[src/rtl/accumulator_drain_controller_if.sv]
// rtl/accumulator_drain_controller_if.sv - tile handshake, bank read port and drain stream bundle
interface accumulator_drain_controller_if #(
    parameter int BUFFER_WIDTH           = 8,
    parameter int TILE_SIZE              = 256,
    parameter int SMALLEST_ELEMENT_WIDTH = 4
);
    localparam int BANK_W  = $clog2(TILE_SIZE);
    localparam int ENTRY_W = $clog2(BUFFER_WIDTH);
    localparam int DATA_W  = SMALLEST_ELEMENT_WIDTH * 4;

    logic                tile_done;
    logic                tile_ack;
    logic                transfer;
    logic [BANK_W-1:0]   back_buffer_bank_read;
    logic [ENTRY_W-1:0]  back_buffer_bank_entry;
    logic [DATA_W-1:0]   back_buffer_data_read;
    logic                out_valid;
    logic                out_ready;
    logic [DATA_W-1:0]   out_data;
    logic                out_last;
    logic                busy;

    modport master (
        input  tile_done,
        output tile_ack,
        output transfer,
        output back_buffer_bank_read,
        output back_buffer_bank_entry,
        input  back_buffer_data_read,
        output out_valid,
        input  out_ready,
        output out_data,
        output out_last,
        output busy
    );

    modport slave (
        output tile_done,
        input  tile_ack,
        input  transfer,
        input  back_buffer_bank_read,
        input  back_buffer_bank_entry,
        output back_buffer_data_read,
        input  out_valid,
        output out_ready,
        input  out_data,
        input  out_last,
        input  busy
    );
endinterface

[src/rtl/accumulator_drain_controller.sv]
// rtl/accumulator_drain_controller.sv - swaps accumulator buffers and drains the back buffer as a stream
module accumulator_drain_controller #(
    parameter int BUFFER_WIDTH           = 8,
    parameter int TILE_SIZE              = 256,
    parameter int SMALLEST_ELEMENT_WIDTH = 4,
    parameter int BANK_COUNT             = 256
) (
    input  logic                           i_clk,
    input  logic                           i_reset,
    accumulator_drain_controller_if.master bus
);
    localparam int BANK_W  = $clog2(TILE_SIZE);
    localparam int ENTRY_W = $clog2(BUFFER_WIDTH);
    localparam int DATA_W  = SMALLEST_ELEMENT_WIDTH * 4;

    localparam logic [BANK_W-1:0]  LAST_BANK  = BANK_W'(BANK_COUNT - 1);
    localparam logic [ENTRY_W-1:0] LAST_ENTRY = ENTRY_W'(BUFFER_WIDTH - 1);

    typedef enum logic [1:0] {
        ST_IDLE  = 2'd0,
        ST_SWAP  = 2'd1,
        ST_DRAIN = 2'd2
    } state_t;

    state_t              r_state;
    state_t              w_next_state;

    logic [BANK_W-1:0]   r_bank;
    logic [ENTRY_W-1:0]  r_entry;
    logic                r_addr_done;

    logic [DATA_W-1:0]   r_fifo_data [2];
    logic [1:0]          r_fifo_last;
    logic                r_wr_ptr;
    logic                r_rd_ptr;
    logic [1:0]          r_count;

    logic                w_transfer;
    logic                w_fifo_has_room;
    logic                w_issue;
    logic                w_pop;
    logic                w_addr_last;
    logic                w_head_last;
    logic                w_out_valid;

    assign w_addr_last  = (r_bank == LAST_BANK) && (r_entry == LAST_ENTRY);
    assign w_out_valid  = (r_count != 2'd0);
    assign w_head_last  = r_fifo_last[r_rd_ptr];
    assign w_pop        = w_out_valid && bus.out_ready;

    // A full FIFO may still take a read when its head leaves in the same cycle.
    assign w_fifo_has_room = (r_count < 2'd2) || ((r_count == 2'd2) && bus.out_ready);
    assign w_issue         = (r_state == ST_DRAIN) && !r_addr_done && w_fifo_has_room;

    always_ff @(posedge i_clk) begin
        if (i_reset) begin
            r_state <= ST_IDLE;
        end else begin
            r_state <= w_next_state;
        end
    end

    always_comb begin
        w_next_state = r_state;
        w_transfer   = 1'b0;
        case (r_state)
            ST_IDLE: begin
                if (bus.tile_done) begin
                    w_next_state = ST_SWAP;
                end
            end
            ST_SWAP: begin
                w_transfer   = 1'b1;
                w_next_state = ST_DRAIN;
            end
            ST_DRAIN: begin
                if (w_pop && w_head_last) begin
                    w_next_state = ST_IDLE;
                end
            end
            default: begin
                w_next_state = ST_IDLE;
            end
        endcase
    end

    // Walk entries inside banks; stop on the final address instead of wrapping.
    always_ff @(posedge i_clk) begin
        if (i_reset) begin
            r_bank      <= '0;
            r_entry     <= '0;
            r_addr_done <= 1'b0;
        end else if (r_state == ST_SWAP) begin
            r_bank      <= '0;
            r_entry     <= '0;
            r_addr_done <= 1'b0;
        end else if (w_issue) begin
            if (w_addr_last) begin
                r_addr_done <= 1'b1;
            end else if (r_entry == LAST_ENTRY) begin
                r_entry <= '0;
                r_bank  <= r_bank + BANK_W'(1);
            end else begin
                r_entry <= r_entry + ENTRY_W'(1);
            end
        end
    end

    always_ff @(posedge i_clk) begin
        if (i_reset) begin
            r_fifo_last <= '0;
            r_wr_ptr    <= 1'b0;
            r_rd_ptr    <= 1'b0;
            r_count     <= 2'd0;
        end else begin
            if (w_issue) begin
                r_fifo_last[r_wr_ptr] <= w_addr_last;
                r_wr_ptr              <= ~r_wr_ptr;
            end
            if (w_pop) begin
                r_rd_ptr <= ~r_rd_ptr;
            end
            case ({w_issue, w_pop})
                2'b10:   r_count <= r_count + 2'd1;
                2'b01:   r_count <= r_count - 2'd1;
                default: r_count <= r_count;
            endcase
        end
    end

    // Payload needs no reset: it is only observed through the valid-gated output.
    always_ff @(posedge i_clk) begin
        if (w_issue) begin
            r_fifo_data[r_wr_ptr] <= bus.back_buffer_data_read;
        end
    end

    assign bus.transfer               = w_transfer;
    assign bus.tile_ack               = w_transfer;
    assign bus.busy                   = (r_state != ST_IDLE);
    assign bus.back_buffer_bank_read  = (r_state == ST_DRAIN) ? r_bank  : '0;
    assign bus.back_buffer_bank_entry = (r_state == ST_DRAIN) ? r_entry : '0;
    assign bus.out_valid              = w_out_valid;
    assign bus.out_data               = w_out_valid ? r_fifo_data[r_rd_ptr] : '0;
    assign bus.out_last               = w_out_valid && w_head_last;
endmodule

[src/flat_wrapper.sv]
// flat-port wrapper written by rule: the top's interface ports become plain ports
module accumulator_drain_controller_flat 
#(
    parameter int BUFFER_WIDTH           = 8,
    parameter int TILE_SIZE              = 256,
    parameter int SMALLEST_ELEMENT_WIDTH = 4,
    parameter int BANK_COUNT             = 256
)
  (i_clk, i_reset, bus_tile_done, bus_tile_ack, bus_transfer, bus_back_buffer_bank_read, bus_back_buffer_bank_entry, bus_back_buffer_data_read, bus_out_valid, bus_out_ready, bus_out_data, bus_out_last, bus_busy);
  accumulator_drain_controller_if #(.BUFFER_WIDTH(BUFFER_WIDTH), .TILE_SIZE(TILE_SIZE), .SMALLEST_ELEMENT_WIDTH(SMALLEST_ELEMENT_WIDTH)) bus_i ();
  input  logic i_clk;
  input  logic i_reset;
  input wire logic [$bits(bus_i.tile_done)-1:0] bus_tile_done;
  output wire logic [$bits(bus_i.tile_ack)-1:0] bus_tile_ack;
  output wire logic [$bits(bus_i.transfer)-1:0] bus_transfer;
  output wire logic [$bits(bus_i.back_buffer_bank_read)-1:0] bus_back_buffer_bank_read;
  output wire logic [$bits(bus_i.back_buffer_bank_entry)-1:0] bus_back_buffer_bank_entry;
  input wire logic [$bits(bus_i.back_buffer_data_read)-1:0] bus_back_buffer_data_read;
  output wire logic [$bits(bus_i.out_valid)-1:0] bus_out_valid;
  input wire logic [$bits(bus_i.out_ready)-1:0] bus_out_ready;
  output wire logic [$bits(bus_i.out_data)-1:0] bus_out_data;
  output wire logic [$bits(bus_i.out_last)-1:0] bus_out_last;
  output wire logic [$bits(bus_i.busy)-1:0] bus_busy;
  assign bus_i.tile_done = bus_tile_done;
  assign bus_tile_ack = bus_i.tile_ack;
  assign bus_transfer = bus_i.transfer;
  assign bus_back_buffer_bank_read = bus_i.back_buffer_bank_read;
  assign bus_back_buffer_bank_entry = bus_i.back_buffer_bank_entry;
  assign bus_i.back_buffer_data_read = bus_back_buffer_data_read;
  assign bus_out_valid = bus_i.out_valid;
  assign bus_i.out_ready = bus_out_ready;
  assign bus_out_data = bus_i.out_data;
  assign bus_out_last = bus_i.out_last;
  assign bus_busy = bus_i.busy;
  accumulator_drain_controller #(.BUFFER_WIDTH(BUFFER_WIDTH), .TILE_SIZE(TILE_SIZE), .SMALLEST_ELEMENT_WIDTH(SMALLEST_ELEMENT_WIDTH), .BANK_COUNT(BANK_COUNT)) u_core (.i_clk(i_clk), .i_reset(i_reset), .bus(bus_i));
endmodule
[config.mk]
export PLATFORM = sky130hd
export DESIGN_NAME = accumulator_drain_controller_flat
export DESIGN_NICKNAME = d
export VERILOG_FILES = /design/src/rtl/accumulator_drain_controller_if.sv /design/src/rtl/accumulator_drain_controller.sv /design/src/flat_wrapper.sv
export SDC_FILE = /design/constraint.sdc
export NUM_CORES = 1
export LEC_CHECK = 0
export CAP_MARGIN = 20
export CORE_UTILIZATION = 53
export CTS_CLUSTER_DIAMETER = 60
export DETAILED_ROUTE_END_ITERATION = 8
export PLACE_DENSITY = 0.95
export SLEW_MARGIN = 20
export SYNTH_ARGS = -nofsm -noshare
export SYNTH_HDL_FRONTEND = slang
export SYNTH_SLANG_ARGS = --single-unit
[constraint.sdc]
create_clock -name i_clk -period 4.97 [get_ports i_clk]
set_input_delay 1.2425 -clock i_clk [delete_from_list [all_inputs] [get_ports i_clk]]
set_output_delay 1.2425 -clock i_clk [all_outputs]
set_load 0.02 [all_outputs]
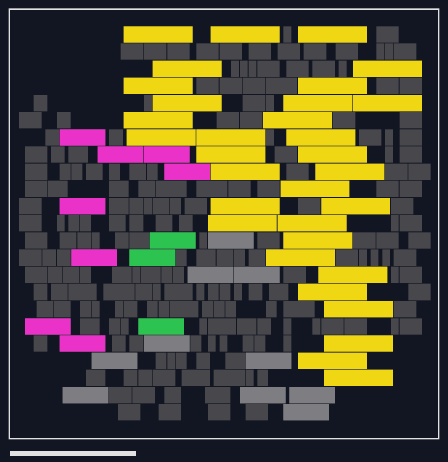
(images/flops_by_reg.png)
Bar = 20 um.
u_core.r_entry -> green  # sequential cells 3
u_core.r_bank -> magenta  # sequential cells 8
u_core.r_fifo_data -> yellow  # sequential cells 32
not colored = 10
sequential share of cell area: 0.471
register area: 1380 sq um
Final Util: 0.717
seq pwr: 0.000509 W

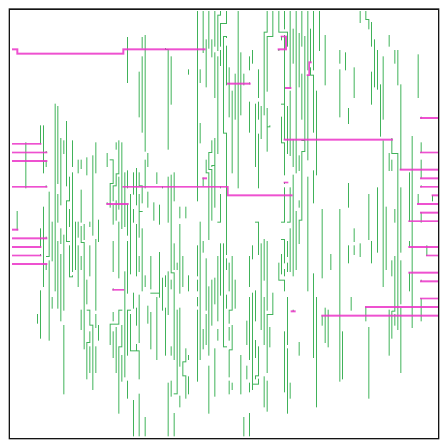
(images/wires.png)
Two of the layers only.
metal 3 -> magenta  # wire length 204 um
metal 2 -> green  # wire length 2270 um
WL per Instance: 14.8 um
GRT Total Usage: 0.208
via count: 1644
Detailed Route WL: 4.42 mm

==> qor.yml <==
run_status:
  status: "complete, no violations"
finish:
  area.combinational_sq_um: 848
  clkbuf_count: 5
  syn_to_final_growth_pct: 27.8
  logic_gates: 128
  clkCellAreaFrac: 0.0295
  antenna_cells: 0
  largest_class: "registers"
global_routing:
  gr-total-overflow: 0
  grt_pass1_vias: 1580
floorplanning:
  coreArea_sq_um: 4090
  nWellTaps: 50
  fp_util: 0.561
synth:
  topCellsByArea: "edfxtp_1 42%, dfxtp_1 18%, mux2i_1 7.4%"
  async_reset_ff_frac: 0
  ys_seq_frac: 0.602
  ys_cells: 197
  ys_top_logic_family: "simple AND/OR/NAND/NOR gates"
  simple_gate_area_frac: 0.163
  synth_adder_area_share: 0.0218
  netlist_instances: 197
  synthAoiAreaFrac: 0.0949
  ff_type: "edfxtp_1"
hold_path:
  holdPathStages: 2
setup_path:
  crit_type: "flip-flop to output port"
  r2r-start: "u_core.r_count[0]$_SDFFE_PP0P_"
  reg2reg_depth: 6
clock_tree:
  hold_buffers: 0
  path_clk_slew_ns: 0.09
detailed_routing:
  drt_iter0_markers: 97
  drc: 0
final_timing:
  rsz0062_at_grt: "no"
  fin_ws_ns: 1.53
  clock.fmax_mhz: 290
  relSlewSlack: 0.385
placed_design:
  dp_slack_ns: 1.54
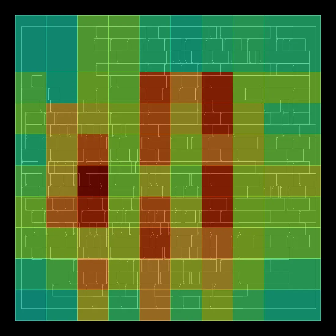
(images/congestion.png)
GRT busiest layer: met2
met1 Use GR: 0.232
GR Util met2: 0.373
met3 usage: 0.0422

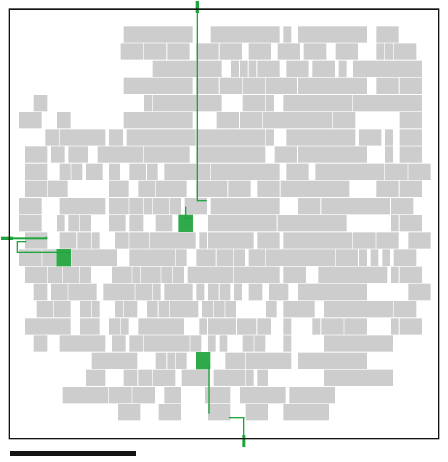
(images/io_fan.png)
Bar = 20 um.
bus_back_buffer_bank_entry -> green  # bits 3, direction output, end cells 3, buffers 3, wire 63.5 um

==> stage by stage <==
| stage | hold WS [ns] | instances | power (W) |
|---|---|---|---|
| after floorplan | 0.453 | 197 | 0.000643 |
| after global placement | 0.473 | 291 | 0.000736 |
| after detailed placement | 0.483 | 291 | 0.000744 |
| after CTS | 0.500 | 299 | 0.000972 |
| after global routing | 0.519 | 299 | 0.00101 |
| final | 0.497 | 299 | 0.000966 |
==> critical path: stages (launching register included) <==
cell and delay [ns]:
dfxtp_1 0.93, mux2i_1 0.20, nor2_1 0.14, clkdlybuf4s50_1 0.61
==> power by group <==
| group | switching (W) | internal [W] |
|---|---|---|
| Combinational | 0.000114 | 0.000111 |
| Clock | 0.000135 | 0.0000975 |
| Sequential | 0.0000254 | 0.000483 |
| Total | 0.000274 | 0.000692 |
Power is estimated from default activity; no workload was simulated.
